### Nets reached from selected ports, run 1

Scale: 4 px per um.
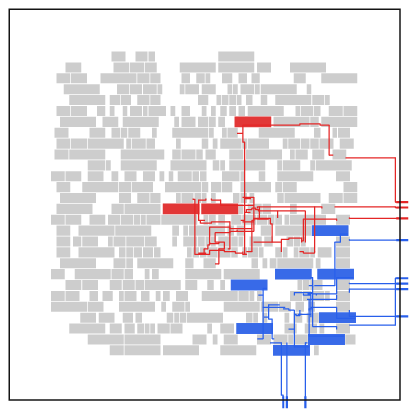
### Logic cells by family, run 1

Scale: 4 px per um.
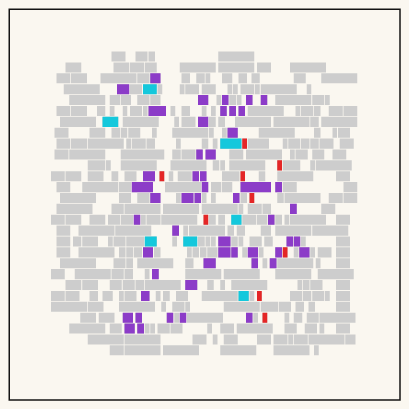
### Clock wires, drivers and flops, run 1

Scale: 4 px per um.
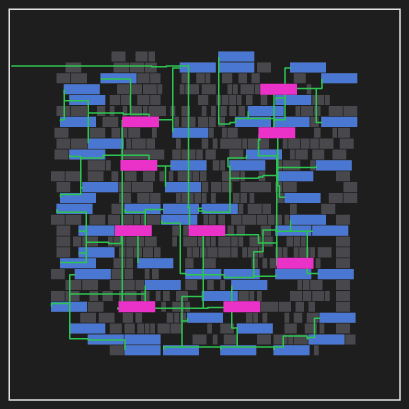
### Wiring heat map, run 1

Scale: 4 px per um. 19 x 19 tiles, from white (low) to dark blue (high), scaled to the fullest tile. Values are wire area over tile area, all layers added.
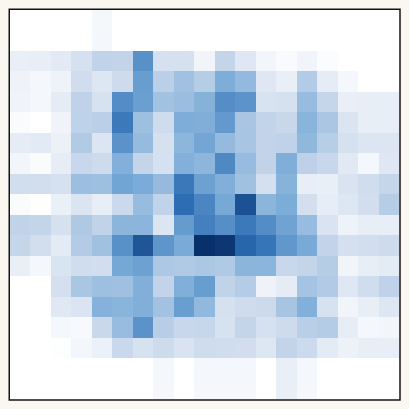
==> config.mk <==
export PLATFORM = sky130hd
export DESIGN_NAME = path_delay_probe_ctrl
export DESIGN_NICKNAME = d
export VERILOG_FILES = /design/src/rtl/probe_pkg.sv /design/src/rtl/sync_bit.sv /design/src/rtl/path_delay_probe_ctrl.sv
export SDC_FILE = /design/constraint.sdc
export NUM_CORES = 1
export LEC_CHECK = 0
export CAP_MARGIN = 20
export CORE_MARGIN = 10
export CORE_UTILIZATION = 55
export CTS_BUF_LIST = sky130_fd_sc_hd__clkbuf_16
export CTS_CLUSTER_DIAMETER = 100
export CTS_CLUSTER_SIZE = 28
export DETAILED_ROUTE_END_ITERATION = 7
export PLACE_DENSITY_LB_ADDON = 0.05
export SLEW_MARGIN = 20
export SYNTH_ARGS = -nofsm -noshare
export SYNTH_HDL_FRONTEND = slang
export SYNTH_HIERARCHICAL = 1
export SYNTH_SLANG_ARGS = --single-unit
export TNS_END_PERCENT = 5
==> constraint.sdc <==
create_clock -name clk -period 3.4 [get_ports clk]
set_input_delay 0.68 -clock clk [delete_from_list [all_inputs] [get_ports clk]]
set_output_delay 0.68 -clock clk [all_outputs]
set_load 0.02 [all_outputs]
==> flow_summary.toml, run 1 <==
# physical design summary
[final_layout]
area_delta_synth_final_pct = 23.1
buf_share_pct = 11.3
nClkBuffers = 9
seq_area_share_pct = 35.9
mostFrequentLayoutCells = "dfrtp_1, clkdlybuf4s50_1, nand2_1, nor2_1, xor2_1"

[critical_path]
critical-path-max-stage-delay_ns = 0.58
worst_path_max_delay_cell = "or4b_1"
critPathBufInv = 2
start_kind = "primary input"
cp.depth = 7

[logic_synthesis]
ys_sh_adder_pct = 1.90
aoi_share_pct = 12.6
topCellsByArea = "dfrtp_1, mux2_2, xor2_1, nand2_1, xnor2_1"
syn_area_mm2 = 0.00329
top_cell_area_share_pct = 44.1
xor_share_pct = 8.79
top_area_cell = "dfrtp_1"
synth_cell_types = 60

[global_route]
met2_usage_pct = 23.1

[placement]
dp_slack_ns = 0.452
dp_cells = 446
placed_cell_area_mm2 = 0.00377

[timing]
finClkSkew_ns = 0.00604
max_freq_mhz = 382
relSlewSlack_pct = 59.1

[run]
warnings = 26

[routing]
routed.top_layer = "met4"
wl_met3_um = 472

[run_status]
status = "finished, final reports clean"

[pwr]
power_density_mw_per_mm2 = 712
power_frac_comb_pct = 34.0

[cts]
clk_pin_slew_ns = 0.05
max-clock-path-buffers = 2
cts_buffers = 9

[floorplanning]
die_x_um = 97.3
## Picture notes: 'Nets reached from selected ports'
| port | color | bits | direction | edge | end cells | buffers | wire |
|---|---|---|---|---|---|---|---|
| rise_match | blue | 8 | output | 5 right, 3 bottom | 8 | 8 | 291 um |
| dbg_state_o | red | 3 | output | right | 3 | 3 | 365 um |
I/O pins: 43
port bufs: 42

## Picture notes: 'Logic cells by family'
| family | color | cells |
|---|---|---|
| inv cells | red | 9 |
| aoi and oai cells | purple | 51 |
| non-inverting ao/oa cells | cyan | 7 |
Finished Layout Cells: 461
most instantiated logic cell after routing: dfrtp_1
fraction of area in multi-input gates: 42.9%

## Picture notes: 'Clock wires, drivers and flops'
[clock drivers] magenta | count: 9
[clock wires] green | length: 847 um
[flip-flops] blue | count: 58
routed clock nets: 10
flops lie: spread over the die
Clock power frac: 29.3%
Clk power: 0.845 mW
Late-Pin Clk Latency: 0.33 ns

## Picture notes: 'Wiring heat map'
emptiest ninth of the die: upper right
tiles over half the peak: 11%
nearly empty tiles: 22%
mean over tiles: 0.12
fullest tile: 0.55
vias post-DR: 2,627
GRT Total Usage: 15.5%
WL final: 7090 um
routed len/inst: 15.4 um

==> run 1 -> run 2 <==
clock period = 2.57 ns   (was 3.4 ns; I/O delays follow)
### Logic cells by family, run 2

Scale: 4 px per um.
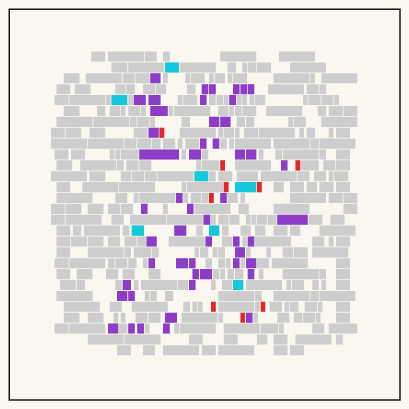
| family | color | cells |
|---|---|---|
| aoi and oai cells | purple | 51 |
| inv cells | red | 9 |
| non-inverting ao/oa cells | cyan | 7 |
Finished Layout Cells: 476
fraction of area in multi-input gates: 42.1%

==> run 2 against run 1 <==
Clock skew fell by 0.0012 ns. Area after synthesis did not move. Hold slack got worse by 0.15 ns. Sequential cell count did not move. Largest cell class unchanged. Largest power group is now combinational logic.
==> flow_summary.toml, run 2 <==
# physical design summary
[run_status]
status = "finished, final reports clean"

[global_route]
grtUsageTotal_pct = 16.0
met2_usage_pct = 24.4

[critical_path]
start_kind = "flip-flop"
critPathBufInv = 0
critical-path-max-stage-delay_ns = 0.42
cp.depth = 7
worst_path_max_delay_cell = "a2111oi_4"

[logic_synthesis]
syn_area_mm2 = 0.00329
top_area_cell = "dfrtp_1"
ys_sh_adder_pct = 1.90
synth_cell_types = 60

[pwr]
power_density_mw_per_mm2 = 926
power_clock_mw = 1.03

[timing]
relSlewSlack_pct = 62.3
finClkSkew_ns = 0.00482

[cts]
clk_latency_ns = 0.32
clk_pin_slew_ns = 0.05
cts_buffers = 9

[floorplanning]
pin_count = 43
die_x_um = 97.3

[final_layout]
seq_area_share_pct = 34.9
nClkBuffers = 9

[routing]
dr_total_vias = 2715
routed.top_layer = "met4"
wl_met3_um = 580

[placement]
placed_cell_area_mm2 = 0.00389
dp_cells = 461
portBuffers = 42
dp_slack_ns = 0.104
Power figures rest on the tool's default switching activity, not on a simulated workload.
